$ cat config.mk
export PLATFORM = sky130hd
export DESIGN_NAME = instr_mem_loadable
export DESIGN_NICKNAME = d
export VERILOG_FILES = /design/src/rtl/instr_mem_pkg.sv /design/src/rtl/instr_mem_array.sv /design/src/rtl/instr_mem_loadable.sv
export SDC_FILE = /design/constraint.sdc
export NUM_CORES = 1
export LEC_CHECK = 0
export CAP_MARGIN = 30
export CORE_MARGIN = 5
export CORE_UTILIZATION = 55
export DETAILED_ROUTE_END_ITERATION = 10
export GPL_ROUTABILITY_DRIVEN = 0
export PLACE_DENSITY = 0.77
export SYNTH_ARGS = -nofsm -noshare
export SYNTH_HDL_FRONTEND = slang
export SYNTH_SLANG_ARGS = --single-unit
export TNS_END_PERCENT = 10
$ cat constraint.sdc
create_clock -name Clk -period 2.18 [get_ports Clk]
set_input_delay 0.218 -clock Clk [delete_from_list [all_inputs] [get_ports Clk]]
set_output_delay 0.218 -clock Clk [all_outputs]
set_load 0.03 [all_outputs]
$ cat src/rtl/instr_mem_pkg.sv
// Shared types and boot image for the loadable instruction memory.
// The boot image is what INIT writes into the store after every reset release.
package instr_mem_pkg;

  typedef enum logic [1:0] {
    INIT  = 2'd0,
    READY = 2'd1,
    LOAD  = 2'd2
  } state_t;

  localparam logic [7:0]  NOP_CODE_DEF = 8'h00;
  localparam int unsigned BOOT_LEN     = 6;

  // addi R2,3 / sll R2,1 / addi R5,4 / jmp 2 / sll R5,3 / addi R1,2
  localparam logic [7:0] BOOT_IMAGE [BOOT_LEN] = '{
    8'h13, 8'h51, 8'h2C, 8'hC2, 8'h6B, 8'h0A
  };

  // Boot word for address idx; addresses past the image read as nop.
  function automatic logic [7:0] boot_word(input int unsigned idx, input logic [7:0] nop);
    logic [2:0] sel;
    sel = idx[2:0];
    if (idx < BOOT_LEN) begin
      return BOOT_IMAGE[sel];
    end else begin
      return nop;
    end
  endfunction

endpackage

$ cat src/rtl/instr_mem_array.sv
// Single-port instruction storage: synchronous write, registered read.
// The storage itself is never reset; only the read register is.
module instr_mem_array #(
  parameter int IW    = 8,
  parameter int DEPTH = 8
) (
  input  logic                     clk,
  input  logic                     rst_n,
  input  logic                     we,
  input  logic                     re,
  input  logic [$clog2(DEPTH)-1:0] addr,
  input  logic [IW-1:0]            wdata,
  output logic [IW-1:0]            rdata
);

  logic [IW-1:0] mem_r [DEPTH];
  logic [IW-1:0] rdata_r;

  // Storage write port.
  always_ff @(posedge clk) begin
    if (we) begin
      mem_r[addr] <= wdata;
    end
  end

  // Read register only updates on a read, so it holds across stalls.
  always_ff @(posedge clk or negedge rst_n) begin
    if (!rst_n) begin
      rdata_r <= {IW{1'b0}};
    end else if (re) begin
      rdata_r <= mem_r[addr];
    end else begin
      rdata_r <= rdata_r;
    end
  end

  assign rdata = rdata_r;

endmodule

$ cat src/rtl/instr_mem_loadable.sv
// Loadable instruction memory: boots from BOOT_IMAGE, serves registered
// fetches, and accepts word-serial program loads between runs.
module instr_mem_loadable
  import instr_mem_pkg::*;
#(
  parameter int            IW       = 8,
  parameter int            DEPTH    = 8,
  parameter int            AW       = 8,
  parameter logic [IW-1:0] NOP_CODE = IW'(NOP_CODE_DEF)
) (
  input  logic          Clk,
  input  logic          Reset,
  input  logic [AW-1:0] PC,
  input  logic          Fetch_En,
  output logic [IW-1:0] Instruction_Code,
  output logic          Instr_Valid,
  output logic          Addr_Err,
  output logic          Ready,
  input  logic          Load_Start,
  input  logic          Load_Valid,
  input  logic [IW-1:0] Load_Data,
  input  logic          Load_Last,
  output logic          Load_Done
);

  localparam int            PW   = $clog2(DEPTH);
  localparam logic [PW-1:0] LAST = PW'(DEPTH - 1);

  state_t        state_r, next_s;
  logic [PW-1:0] ptr_r, addr_s;
  logic [IW-1:0] wdata_s, rdata_s;
  logic          we_s, re_s, fetch_s, done_s, in_range_s;
  logic          ready_r, valid_r, err_r, done_r, nop_sel_r;

  assign in_range_s = (32'(PC) < 32'(DEPTH));

  instr_mem_array #(.IW(IW), .DEPTH(DEPTH)) u_mem (
    .clk   (Clk),
    .rst_n (Reset),
    .we    (we_s),
    .re    (re_s),
    .addr  (addr_s),
    .wdata (wdata_s),
    .rdata (rdata_s)
  );

  // State register.
  always_ff @(posedge Clk or negedge Reset) begin
    if (!Reset) begin
      state_r <= INIT;
    end else begin
      state_r <= next_s;
    end
  end

  // Next state and memory port control; Load_Start beats a same-cycle fetch.
  always_comb begin
    next_s  = state_r;
    we_s    = 1'b0;
    re_s    = 1'b0;
    addr_s  = ptr_r;
    wdata_s = NOP_CODE;
    fetch_s = 1'b0;
    done_s  = 1'b0;
    case (state_r)
      INIT: begin
        we_s    = 1'b1;
        wdata_s = IW'(boot_word(32'(ptr_r), 8'(NOP_CODE)));
        if (ptr_r == LAST) begin
          next_s = READY;
        end else begin
          next_s = INIT;
        end
      end
      READY: begin
        if (Load_Start) begin
          next_s = LOAD;
        end else if (Fetch_En) begin
          fetch_s = 1'b1;
          re_s    = in_range_s;
          addr_s  = PC[PW-1:0];
        end else begin
          next_s = READY;
        end
      end
      LOAD: begin
        if (Load_Valid) begin
          we_s    = 1'b1;
          wdata_s = Load_Data;
          if (Load_Last || (ptr_r == LAST)) begin
            done_s = 1'b1;
            next_s = READY;
          end else begin
            next_s = LOAD;
          end
        end else begin
          next_s = LOAD;
        end
      end
      default: begin
        next_s = INIT;
      end
    endcase
  end

  // Shared init/load pointer; saturates at the last word instead of wrapping.
  always_ff @(posedge Clk or negedge Reset) begin
    if (!Reset) begin
      ptr_r <= {PW{1'b0}};
    end else if ((state_r == READY) && Load_Start) begin
      ptr_r <= {PW{1'b0}};
    end else if (we_s && (ptr_r != LAST)) begin
      ptr_r <= ptr_r + PW'(1);
    end else begin
      ptr_r <= ptr_r;
    end
  end

  // Output registers; nop_sel_r masks the read data outside valid fetches.
  always_ff @(posedge Clk or negedge Reset) begin
    if (!Reset) begin
      ready_r   <= 1'b0;
      valid_r   <= 1'b0;
      err_r     <= 1'b0;
      done_r    <= 1'b0;
      nop_sel_r <= 1'b1;
    end else begin
      ready_r <= (next_s == READY);
      valid_r <= fetch_s;
      done_r  <= done_s;
      if (fetch_s) begin
        nop_sel_r <= !in_range_s;
        err_r     <= !in_range_s;
      end else if (state_r != READY) begin
        nop_sel_r <= 1'b1;
        err_r     <= err_r;
      end else begin
        nop_sel_r <= nop_sel_r;
        err_r     <= err_r;
      end
    end
  end

  assign Instruction_Code = nop_sel_r ? NOP_CODE : rdata_s;
  assign Instr_Valid      = valid_r;
  assign Addr_Err         = err_r;
  assign Ready            = ready_r;
  assign Load_Done        = done_r;

endmodule
Figure 1. Routed clock nets over the placement (run 1).
Scale bar: 20 um.
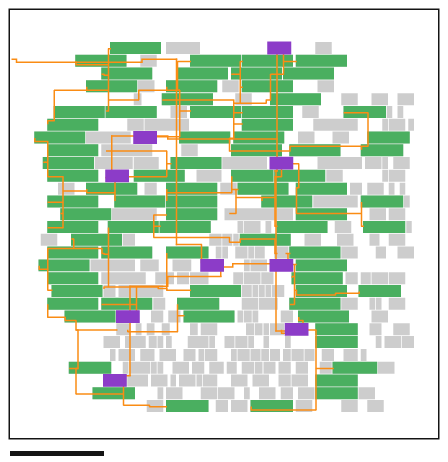
- purple: clock-net drivers (count 9)
- green: flip-flops (count 82)
- orange: clock wires (length 906 um)
- routed clock nets: 10
clock-net power: 1.21 mW
final clock skew: 15.21 ps

Figure 2. Cell classes on the final placement (run 1).
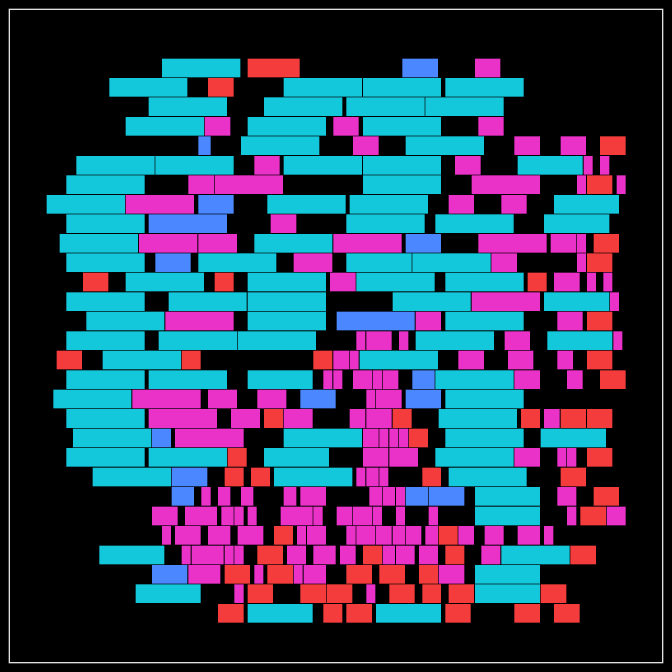
- magenta: remaining logic cells (cells 136; share of their area 27%)
- red: remaining buffers and delay cells (cells 53; share of their area 12%)
- cyan: registers (cells 82; share of their area 56%)
- blue: clock drivers and dummy loads (cells 16; share of their area 5.2%)
area of the core region: 0.006386 sq mm
Final Cell Area: 0.004345 sq mm
final cell utilization of the core: 68.04%

==> GITHUB_STEP_SUMMARY, run 1 <==
## PnR job results

| Metric | Value |
|---|---|
| CP Capture Type | flop |
| Total cells reported by yosys after synthesis | 230 |
| Power per standard cell area | 1237 mW/mm^2 |
| Most common flop cell mapped by yosys | sky130_fd_sc_hd__edfxtp_1 |
| Sequential cell count of the final layout | 82 |
| Number of setup violations in the final report | 0 |
| Total routed wire length on the met1 layer | 3026 um |
| Worst slew pin tran | around 840 ps |
| Clock transition at path regs | roughly 90 ps |
| DPL Wire Length | 4704 um |
| Count of boundary I/O pins | 34 |
| Maximum clock path buffer count | 2 |
| Outcome | finished, final reports clean |
| Total instance count after detailed placement | 348 |
| Minimum clock period after layout | 1959 ps |
| Via count of the first global-routing pass | 2081 |
| Reg2Reg Setup Slack | about 220 ps |
| Reg2reg end | u_mem.mem_r[0][3] |
| Multi-Input Combinational | 125 |
| Largest reg by FF count | u_mem.mem_r |
Figure 3. Sequential cells colored by netlist name (run 1).
Other sequential cells in the stronger gray, the rest of the logic in the fainter gray.
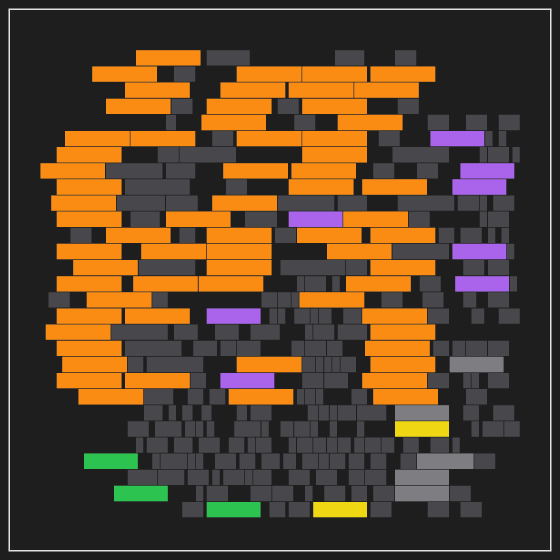
- yellow: state_r (placed flops 2)
- purple: u_mem.rdata (placed flops 8)
- orange: u_mem.mem_r (placed flops 64)
- green: ptr_r (placed flops 3)
footprint of the flip-flops and latches: 0.002374 sq mm
Sequential Power: 2.63 mW
flop share of the area: 54.62%

run 1: per-stage QoR:
| stage | instance area, sq um | utilization, % |
|---|---|---|
| 2_1_floorplan | 3612 | - |
| 3_3_place_gp | 4120 | 64.52 |
| 3_5_place_dp | 4120 | 64.52 |
| 4_1_cts | 4343 | 68.01 |
| 5_1_grt | 4345 | 68.04 |
| 6_report | 4345 | 68.04 |
run 1: power breakdown:
part	total (mW)	switching (mW)	leakage, nW	internal (mW)
Sequential	2.63	0.177	0.809	2.45
Combinational	1.54	0.920	0.806	0.616
Clock	1.21	0.560	0.110	0.653
Total	5.38	1.66	1.73	3.72
run 1: timing repair:
action,CTS,global route
setup buffers,0,0
gates resized,0,1
endpoints found under the setup margin,0,2
==> run 2: changes to the inputs <==
PLACE_DENSITY = 0.85   (was 0.77)
==> GITHUB_STEP_SUMMARY, run 2 <==
## PnR job results

| Metric | Value |
|---|---|
| Sequential cell count of the final layout | 82 |
| Area of the core region | about 0.0064 sq mm |
| CP Capture Type | flop |
| Multi-Input Combinational | roughly 130 |
| Net load switching power | between 1.5 and 2 mW |
| Number of cells upsized or downsized after cts | 0 |
| Top contributor to total power | registers |
| Buffer cell driving the clock tree root | sky130_fd_sc_hd__clkbuf_8 |
| Clock transition at path regs | 90 ps |
| Number of setup violations in the final report | 0 |
| Top cells by instance count after synthesis | sky130_fd_sc_hd__edfxtp_1, sky130_fd_sc_hd__mux2i_1, sky130_fd_sc_hd__nor2_1 |
| Total standard cell area after synthesis | 0.003612 sq mm |
| Worst slew pin tran | 897.0 ps |
| Flop share of the area | 54.65% |
| Fraction of cell area in non-clock buffers | between 10% and 20% |
| Reg2reg end | u_mem.mem_r[4][0] |
| Crit path kind | reg2reg |
| DPL Wire Length | 4861 um |
| Non-clock buffer instance count of the final layout | 53 |
| Avg Cell Area, Syn | ~16 sq um |
| Relative contribution of sequential cells to total power | 49.4% |
| Power per standard cell area | 1225 mW/mm^2 |
| Xor and xnor area share after synthesis | less than 1% |
| Critical path buffer and inverter count | 1 |
| Outcome | finished, final reports clean |
| Total instance count after detailed placement | 348 |
| Clock power frac | 21.2% |
| Count of boundary I/O pins | 34 |
| Pint | 3.657 mW |
| Reg2Reg Setup Slack | ~120 ps |
| Maximum clock path buffer count | 2 |
| Largest reg by FF count | u_mem.mem_r |
| Footprint of the flip-flops and latches | approximately 0.0024 sq mm |
| Largest combinational cell category by area | multiplexers |
| Final Cell Area | about 0.0043 sq mm |
| Sequential Power | around 2.6 mW |
| Number of port buffers | 33 |
| Final cell utilization of the core | 68.01% |
| Via count of the first global-routing pass | between 2000 and 2500 |
| Most common flop cell mapped by yosys | sky130_fd_sc_hd__edfxtp_1 |
| Total cells reported by yosys after synthesis | 230 |
| Number of setup buffers added after CTS | 0 |
run 2: metal layers:
metal / vias up / GRT usage, % / share of wire [%]
li1: 967 / - / -
met1: 997 / 23.11 / 41
met2: 74 / 28.61 / 49
met3: 11 / 3.802 / 8.1
met4: 0 / 9.046 / 1.8
met5: - / 0 / 0
run 2: how the worst max path moves through the flow:
stage                        end  slack (ps)  startpoint  cells past startpoint
5_1_grt        u_mem.mem_r[6][7]          20  state_r[1]                      5
4_1_cts        u_mem.mem_r[0][6]         110  state_r[1]                      4
2_1_floorplan  u_mem.mem_r[6][0]         210  state_r[1]                      4
3_5_place_dp   u_mem.mem_r[0][6]        -210    Fetch_En                      5
6_report       u_mem.mem_r[4][0]         120  state_r[1]                      4
3_3_place_gp   u_mem.mem_r[0][1]        -170    Fetch_En                      5
Figure 4. Routed clock nets over the placement (run 2).
Scale bar: 20 um.
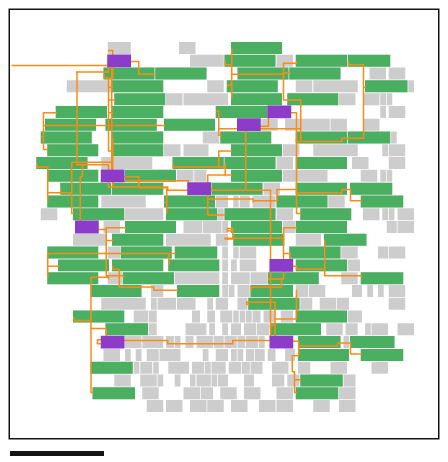
- purple: clock-net drivers (count 9)
- orange: clock wires (length 867 um)
- green: flip-flops (count 82)
- routed clock nets: 10
clock latency reported for the late side of the worst-skew pair: 350 ps
clock-net power: 1.13 mW

Figure 5. Clock routing (run 2).
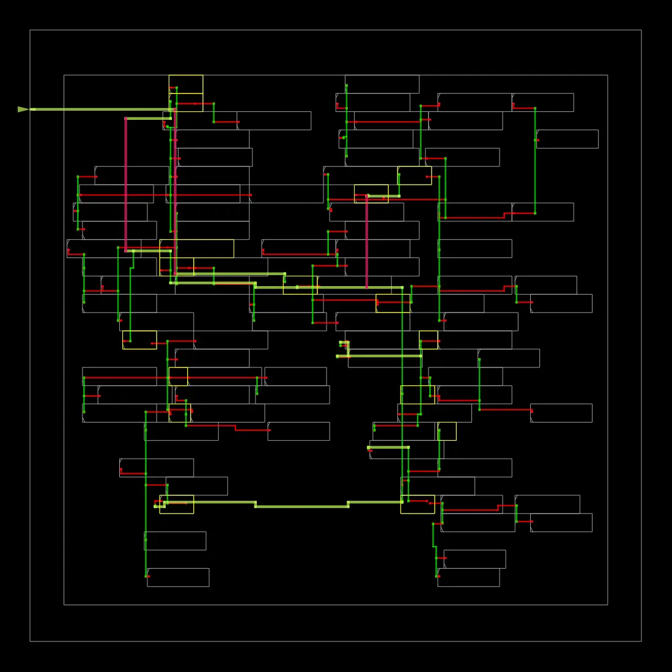
final clock skew: 10.92 ps
clock buffer count in the final layout: 11

==> run 3: changes to the inputs <==
CTS_CLUSTER_SIZE = 12   (was default)
PLACE_DENSITY = 0.77   (was 0.85)
clock period = 2.5 ns   (was 2.18 ns; I/O delays follow)
==> GITHUB_STEP_SUMMARY, run 3 <==
## PnR job results

| Metric | Value |
|---|---|
| Xor and xnor area share after synthesis | 0.2425% |
| Largest combinational cell category by area | multiplexers |
| Maximum clock path buffer count | 2 |
| Area of the core region | 0.006386 sq mm |
| Final Cell Area | 0.004300 sq mm |
| Power per standard cell area | 1067 mW/mm^2 |
| Most common flop cell mapped by yosys | sky130_fd_sc_hd__edfxtp_1 |
| Count of boundary I/O pins | 34 |
| Total routed wire length on the met1 layer | 3041 um |
| Instance area at placement | 0.004090 sq mm |
| Via count of the first global-routing pass | 1982 |
| Metal2 WL | 3229 um |
| Most utilized layer in the global route result | met2 |
| Largest reg by FF count | u_mem.mem_r |
| Reg2Reg Setup Slack | 430 ps |
| Avg Cell Area, Syn | 15.71 sq um |
| End point of the critical path | u_mem.mem_r[6][2] |
| Top cells by instance count after synthesis | sky130_fd_sc_hd__edfxtp_1, sky130_fd_sc_hd__mux2i_1, sky130_fd_sc_hd__nor2_1 |
| Buffer cell driving the clock tree root | sky130_fd_sc_hd__clkbuf_8 |
| Number of port buffers | 33 |
| Crit path kind | reg2reg |
| Met1 layer usage reported by global route | approximately 24% |
| Top layer used by detailed routing | met4 |
| Total cells reported by yosys after synthesis | 230 |
| Total instance count after detailed placement | 344 |
| Critical Path Source | state_r[1] |
| Minimum clock period after layout | 2071 ps |
| Outcome | finished, final reports clean |
| Met3 routing resource usage after global routing | 3.471% |
| Final cell utilization of the core | approximately two thirds |
| Met2 Resource Use GR | 26.02% |
| Clock transition at path regs | 80 ps |
| DPL Wire Length | approximately 4700 um |
| Met3 wire length | approximately 310 um |
| Reg2reg end | u_mem.mem_r[6][2] |
| Worst slew pin tran | roughly 900 ps |
[run 3: cell counts after synthesis]
Identical to the previous run, type by type.
[run 3: area by class of cell]
| cell class | instances | area [sq um] |
|---|---|---|
| clock buffer | 10 | 127.6 |
| timing repair buffer | 49 | 462.9 |
| sequential | 82 | 2374 |
| tap | 77 | 96.34 |
| multi-input combinational | 125 | 1116 |
| clock inverter | 6 | 82.58 |
| inverter | 11 | 41.29 |
| fill | 455 | 2086 |
[run 3: critical path, delay by kind of cell, from the launching register on]
kind	cells	cell delay, ps
buffers and inverters	3	520
multiplexers	1	350
AND/OR/NAND/NOR	2	440
flip-flops	1	460
[run 3: report_power, final]
group | internal (mW) | switching, mW
clock network | 0.557 | 0.427
registers | 2.14 | 0.169
logic | 0.509 | 0.788
total | 3.20 | 1.38
Figure 6. Routed clock nets over the placement (run 3).
Scale bar: 20 um.
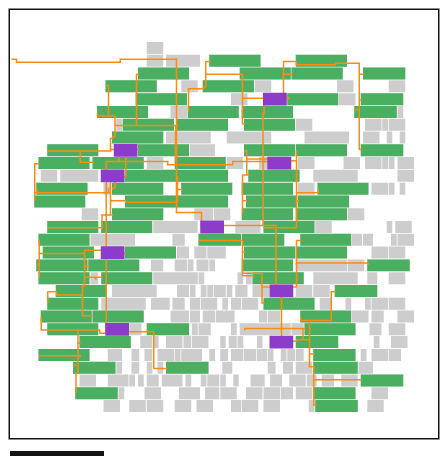
- purple: clock-net drivers (count 9)
- green: flip-flops (count 82)
- orange: clock wires (length 786 um)
- routed clock nets: 10
clock latency reported for the late side of the worst-skew pair: 340 ps
final clock skew: 6.595 ps
clock-net power: 0.985 mW
Clock power frac: 21.5%

Figure 7. Selected gate families (run 3).
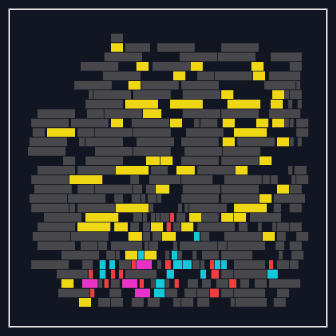
- magenta: fa/ha/maj cells (cells 4; most used ha_1; where bottom center)
- yellow: mux cells (cells 50; most used mux2i_1)
- cyan: aoi and oai cells (cells 15; most used o21ai_0; where bottom center)
- red: nand cells (cells 16; most used nand2_1; where bottom center)
share of the final layout cell area in multi-input gates: 25.95%
count of non-filler cells in the finished layout: 360
most common logic cell in the routed design: sky130_fd_sc_hd__edfxtp_1

Power is estimated from default activity; no workload was simulated.
